--- src/rtl/proc_run_monitor.sv ---
// Hardware run monitor for the single-cycle Processor: traces PC changes into a
// circular buffer, detects the halt word, drains a few cycles and then freezes.
module proc_run_monitor #(
    parameter int unsigned      DBITS        = 32,
    parameter int unsigned      TRACE_DEPTH  = 16,
    parameter logic [DBITS-1:0] HALT_WORD    = DBITS'(32'h0000DEAD),
    parameter int unsigned      DRAIN_CYCLES = 2,
    parameter int unsigned      CBITS        = 32,
    localparam int unsigned     IW           = $clog2(TRACE_DEPTH),
    localparam int unsigned     CW           = IW + 1
) (
    input  logic             clk,
    input  logic             reset,
    input  logic             clear,
    input  logic [DBITS-1:0] pc_in,
    input  logic [DBITS-1:0] inst_in,
    input  logic [IW-1:0]    rd_idx,
    output logic [DBITS-1:0] rd_pc,
    output logic [DBITS-1:0] rd_inst,
    output logic [CW-1:0]    trace_count,
    output logic             wrapped,
    output logic [CBITS-1:0] cycle_count,
    output logic             halted,
    output logic             running
);

    localparam int unsigned DW = 4;

    typedef enum logic [1:0] {
        S_IDLE   = 2'd0,
        S_RUN    = 2'd1,
        S_DRAIN  = 2'd2,
        S_HALTED = 2'd3
    } state_t;

    typedef struct packed {
        logic [DBITS-1:0] pc;
        logic [DBITS-1:0] inst;
    } trace_entry_t;

    trace_entry_t mem [TRACE_DEPTH];

    state_t           state, state_nxt;
    logic [IW-1:0]    wr_ptr, wr_ptr_nxt;
    logic [CW-1:0]    count_nxt;
    logic             wrapped_nxt;
    logic [CBITS-1:0] cycle_nxt;
    logic [DW-1:0]    drain_cnt, drain_nxt;
    logic [DBITS-1:0] last_pc, last_pc_nxt;
    logic             last_valid, last_valid_nxt;
    logic [DBITS-1:0] rd_pc_nxt, rd_inst_nxt;
    logic [IW-1:0]    rd_addr_c;
    logic             capture_c;

    // Next-state, counter, capture and read-port logic
    always_comb begin
        state_nxt      = state;
        wr_ptr_nxt     = wr_ptr;
        count_nxt      = trace_count;
        wrapped_nxt    = wrapped;
        cycle_nxt      = cycle_count;
        drain_nxt      = drain_cnt;
        last_pc_nxt    = last_pc;
        last_valid_nxt = last_valid;
        capture_c      = 1'b0;
        rd_pc_nxt      = '0;
        rd_inst_nxt    = '0;

        // Index 0 is the oldest entry: once wrapped, that is the next write slot
        rd_addr_c = (wrapped ? wr_ptr : IW'(0)) + rd_idx;
        if (!clear && (CW'(rd_idx) < trace_count)) begin
            rd_pc_nxt   = mem[rd_addr_c].pc;
            rd_inst_nxt = mem[rd_addr_c].inst;
        end

        if (clear) begin
            state_nxt      = S_IDLE;
            wr_ptr_nxt     = '0;
            count_nxt      = '0;
            wrapped_nxt    = 1'b0;
            cycle_nxt      = '0;
            drain_nxt      = '0;
            last_valid_nxt = 1'b0;
        end else begin
            case (state)
                S_IDLE: state_nxt = S_RUN;
                S_RUN, S_DRAIN: begin
                    cycle_nxt = cycle_count + CBITS'(1);
                    capture_c = !last_valid || (pc_in != last_pc);
                    if (state == S_RUN) begin
                        if (inst_in == HALT_WORD) begin
                            if (DRAIN_CYCLES == 0) begin
                                state_nxt = S_HALTED;
                            end else begin
                                drain_nxt = DW'(DRAIN_CYCLES);
                                state_nxt = S_DRAIN;
                            end
                        end
                    end else begin
                        drain_nxt = drain_cnt - DW'(1);
                        if (drain_nxt == DW'(0)) state_nxt = S_HALTED;
                    end
                    if (capture_c) begin
                        wr_ptr_nxt     = wr_ptr + IW'(1);
                        last_pc_nxt    = pc_in;
                        last_valid_nxt = 1'b1;
                        if (trace_count == CW'(TRACE_DEPTH)) wrapped_nxt = 1'b1;
                        else count_nxt = trace_count + CW'(1);
                    end
                end
                default: ;
            endcase
        end
    end

    // State and status registers
    always_ff @(posedge clk or negedge reset) begin
        if (!reset) begin
            state       <= S_IDLE;
            wr_ptr      <= '0;
            trace_count <= '0;
            wrapped     <= 1'b0;
            cycle_count <= '0;
            drain_cnt   <= '0;
            last_pc     <= '0;
            last_valid  <= 1'b0;
            rd_pc       <= '0;
            rd_inst     <= '0;
            halted      <= 1'b0;
            running     <= 1'b0;
        end else begin
            state       <= state_nxt;
            wr_ptr      <= wr_ptr_nxt;
            trace_count <= count_nxt;
            wrapped     <= wrapped_nxt;
            cycle_count <= cycle_nxt;
            drain_cnt   <= drain_nxt;
            last_pc     <= last_pc_nxt;
            last_valid  <= last_valid_nxt;
            rd_pc       <= rd_pc_nxt;
            rd_inst     <= rd_inst_nxt;
            halted      <= (state_nxt == S_HALTED);
            running     <= (state_nxt == S_RUN) || (state_nxt == S_DRAIN);
        end
    end

    // Trace RAM; capture is only possible in RUN/DRAIN, so reset blocks writes
    always_ff @(posedge clk) begin
        if (capture_c) mem[wr_ptr] <= '{pc: pc_in, inst: inst_in};
    end

endmodule

--- config.mk ---
export PLATFORM = sky130hd
export DESIGN_NAME = proc_run_monitor
export DESIGN_NICKNAME = d
export VERILOG_FILES = /design/src/rtl/proc_run_monitor.sv
export SDC_FILE = /design/constraint.sdc
export NUM_CORES = 1
export LEC_CHECK = 0
export ABC_AREA = 1
export CAP_MARGIN = 20
export CELL_PAD_IN_SITES_DETAIL_PLACEMENT = 1
export CELL_PAD_IN_SITES_GLOBAL_PLACEMENT = 1
export CORE_MARGIN = 2
export CORE_UTILIZATION = 27
export CTS_CLUSTER_SIZE = 20
export DETAILED_ROUTE_END_ITERATION = 10
export PLACE_DENSITY_LB_ADDON = 0.1
export REMOVE_ABC_BUFFERS = 1
export SYNTH_ARGS = -nofsm -noshare
export SYNTH_HDL_FRONTEND = slang
export SYNTH_SLANG_ARGS = --single-unit
--- constraint.sdc ---
create_clock -name clk -period 4 [get_ports clk]
set_input_delay 0.8 -clock clk [delete_from_list [all_inputs] [get_ports clk]]
set_output_delay 0.8 -clock clk [all_outputs]
set_load 0.01 [all_outputs]
Fig. 1: cell outlines without signal wires
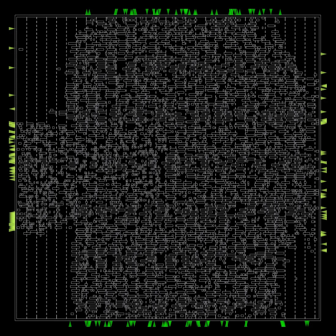
fraction of standard cell area that is sequential: 58.25%
Row Count: 154
Finished Layout Cells: 6617

Fig. 2: close-up of the layout
Window x 197 to 227, y 197 to 227 µm. Cells in grey, sequential cells in the stronger grey; small squares are vias.
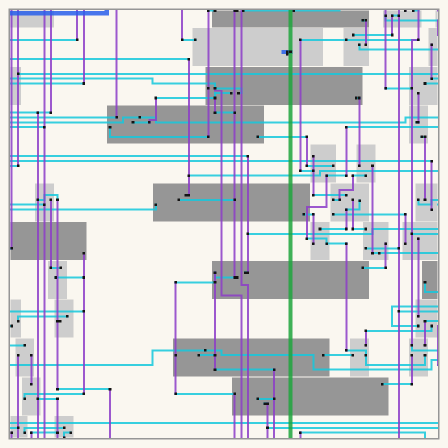
colour	layer
green	metal 4
purple	metal 2
cyan	metal 1
blue	metal 3
most frequent	nand2_1 (8), edfxtp_1 (6)
sequential cells in the window	7
netlist names of flops here include	`mem` (6), `last_pc` (1)
cells with their middle in the window	29

==> results.txt <==
On the backend side, the flow ran end to end.

The layout report lists the multi-input gate area as 0.01169 mm². The multi-input gate share of the layout cell area stands at 19.78%. Clock latency on the worst-skew pair, taken at its later pin, is around 0.77 ns. The critical path in this run is classified as in2reg.

The most critical setup path has its startpoint at rd_idx[0]. The post-route minimum period stands at 3.142 ns. Measured along the x axis, the die boundary spans 424.5 µm. The number of cells on the worst reg-to-reg path stands at 14. The violation tally from detailed-route iteration zero stands at 1864. The arrival time of data at the worst endpoint is listed as 3.83 ns. In the synthesized netlist, the cells that appear most often are sky130_fd_sc_hd__edfxtp_1, sky130_fd_sc_hd__nand2_1, sky130_fd_sc_hd__a21oi_1. The final layout contains about 4200 nets. The number of buffers added by the clock tree synthesis step stands at 142. Per STA, the worst path accumulates the most delay in the family buffers and inverters.

Setup slack on the worst reg-to-reg path comes out at 0.87 ns. The number of diodes added for antenna fixing stands at 2. The most critical min-delay path falls under in2async.

The layout cell share with drive strength beyond 1 stands at about 12%. The clock transition time at the flip-flop clock pins of the worst setup and hold paths stands at 0.06 ns. The share of the clock period used by the worst path stands at between 70% and 80%. The most used flip-flop cell after synthesis is sky130_fd_sc_hd__edfxtp_1. The number of endpoints with negative hold slack in the final report stands at 0. The first detailed-routing pass ran for 5 iterations. The summed standard-cell area reported by yosys stands at between 0.04 and 0.05 mm². The number of unique standard cell types used by synthesis stands at 39. According to the tapcell log, the count of inserted taps is 2340. The first global-routing pass estimated 238.7 mm of wire.

Cells fill 33.60% of the core in the end. In this run the cell area measured after placement is about 0.054 mm². STA classifies the critical path endpoint as a flop. The largest net degree at the start of global routing stands at 87. The highest metal layer carrying signal wires in the routed design is met5.

For reference, the critical path cell chain is clkdlybuf4s50_1, ha_4, inv_1, fa_4, buf_4, buf_12, buf_4, a21oi_1, a22oi_1, mux2i_1, nand2_1, o21ai_0, nor2_1. The layout inverter count without the clock tree stands at ~190. STA classifies the critical path startpoint as a primary input. met3 track demand over resource after global routing is 2.597%. TritonCTS built the clock tree.

The via count of the first global-routing pass stands at between 30000 and 40000. According to the I/O placement log, the pin count is 175. The share of the Yosys chip area taken by registers is 72.12%.

Per the Yosys statistics, synthesis produced 3816 cells. Note, the detailed placer reported a final HPWL of 93.67 mm. Per the OpenROAD floorplan log, the area of the die is about 0.18 mm². The post-synthesis average cell area stands at 12.51 µm². Setup repair after global routing left no endpoint under its margin. The number of antenna violations at the first check in global routing stands at 6. Per the layout report, the design carries 18609 filler cells. The tree is rooted in a sky130_fd_sc_hd__clkbuf_16. The layout contains a multi-input combinational cell count of about 2200. The final layout report lists a non-clock buffer count of 424.

The met2 global-route usage stands at around 30%. The run finished with clean final reports. The worst IR drop on VDD stands at about 0.00036 V.

Clock buffers in the final layout number roughly 200. The maximum net fanout on the critical path stands at 31. The remaining routing DRC violations stands at 0. The number of enable-type register cells in the synthesized netlist stands at 1024. The number of max-cap violations stands at 0. In the final layout, non-clock buffers account for 7.858% of the cell area. In the layout the commonest cells are sky130_fd_sc_hd__edfxtp_1, sky130_fd_sc_hd__nand2_1, sky130_fd_sc_hd__a21oi_1, sky130_fd_sc_hd__a22oi_1, sky130_fd_sc_hd__inv_1.

Summed over all instances, the cell type with the most area after synthesis is sky130_fd_sc_hd__edfxtp_1. The worst path meets setup with 0.8576 ns of slack. The number of buffers inserted by hold repair at cts stands at 0. The floorplan utilization stands at a little over a quarter. The worst register-to-register path ends at rd_pc[13]. The number of nets with antenna violations after routing stands at 0. Across all hold checks on the routed design, the worst slack comes to 0.1064 ns.

The design draws just over 0.03 W. Looking at the critical path, the single cell with the biggest stage delay is sky130_fd_sc_hd__fa_4. Counting along the longest clock path gives a buffer depth of 3.

For the final database, setup skew stands at 0.03121 ns. The cell that appears most often on the critical path is sky130_fd_sc_hd__buf_4. The clock tree synthesis step divided the H-tree into 4 levels. Per the layout area report, the register area comes to 0.03443 mm². After routing, the total negative slack on setup checks comes to 0 ns. The async set or reset register ratio after synthesis stands at about 13%.

After global routing, the most crowded layer is met2. The netlist area before placement stands at 0.04773 mm². The synthesis log from Yosys contains 0 warnings. With fillers left out, the area of the finished cells amounts to between 0.05 and 0.06 mm².

The clock sink count stands at 1171. The instance count on the critical path stands at 13. Per the slew report, the remaining headroom to the max-slew limit stands at 30.97%. The maximum clock rate stands at roughly 320 MHz. The final max-slew violation count recorded for this run is 0. For this run the aggregate overflow at the end of global routing stands at 0. Global routing consumed, on the met1 layer, about 25% of the routing resources. The via density per instance stands at 4.730.

Across all stage logs, warnings added up to 33. The slew of the pin with the lowest slew margin stands at between 1 and 1.5 ns. Per the gpl log, the routability congestion estimate is 0.7232. Among all stages on the critical path, the maximum delay recorded is 0.90 ns. After layout the clock buffers and inverters come to slightly below 8% of cell area. By instance count, the leading cell after synthesis is sky130_fd_sc_hd__edfxtp_1. Per the post-synthesis report, the number of cells in the design is ~3800.

The area added between synthesis and finish stands at 23.82%. The share of the synthesized area in the top cell type stands at 64.42%. In this run, synthesis produced a sequential element count of 1171.

The length of routed met3 wiring stands at 4.649 mm. Per the finish-stage timing summary, setup violations number 0. The core region area stands at 0.1759 mm². There are 1171 flip-flops and latches. Per the OpenROAD power report, leakage power amounts to 21.55 nW.
Fig. 3: routed metal per tile
Drawn at 0.5 px/µm. 21 x 21 tiles, from dark purple (low) to yellow (high), scaled to the fullest tile. Values are wire area over tile area, all layers added.
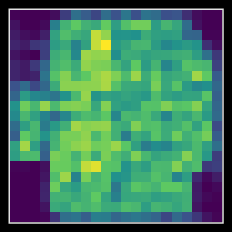
tiles over half the peak	64%
fullest tile	0.28
nearly empty tiles	8.4%
mean over tiles	0.14
GR Util All Layers: 18.11%
routed wirelength normalized by instance count: 24.72 µm
post-detailed-routing wire length: 163.6 mm
overall via count from detail_route: 31296

Fig. 4: wiring by layer
Drawn at 1 px/µm. Only two layers are drawn.
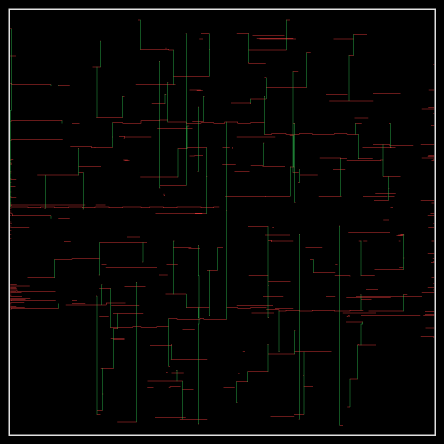
colour	layer	wire length
red	metal 3	4650 µm
green	metal 4	3680 µm

[report_power, final]
part	switching, W	internal (W)
sequential	0.000148	0.0135
clock	0.00533	0.00763
combinational	0.00246	0.00142
[cells by family (layout without fill, tap and decap cells)]
logic type	after synthesis	count (layout)	synth area share, %
AND-OR/OR-AND	894	894	10.74
XOR/XNOR	16	16	0.3093
adder cells (fa/ha/maj)	20	20	0.5400
buffers and inverters	421	880	3.790
flip-flops	1171	1171	72.12
multiplexers	126	126	2.642
other	0	2	0
AND/OR/NAND/NOR	1168	1168	9.853
[state kept, by name (all words and copies together) (netlist names), 2 cells and up]
signal       count
drain_cnt        4
rd_inst         32
mem           1024
rd_pc           32
wr_ptr           4
cycle_count     32
last_pc         32
state            2
trace_count      5
Power and IR drop assume default switching activity.
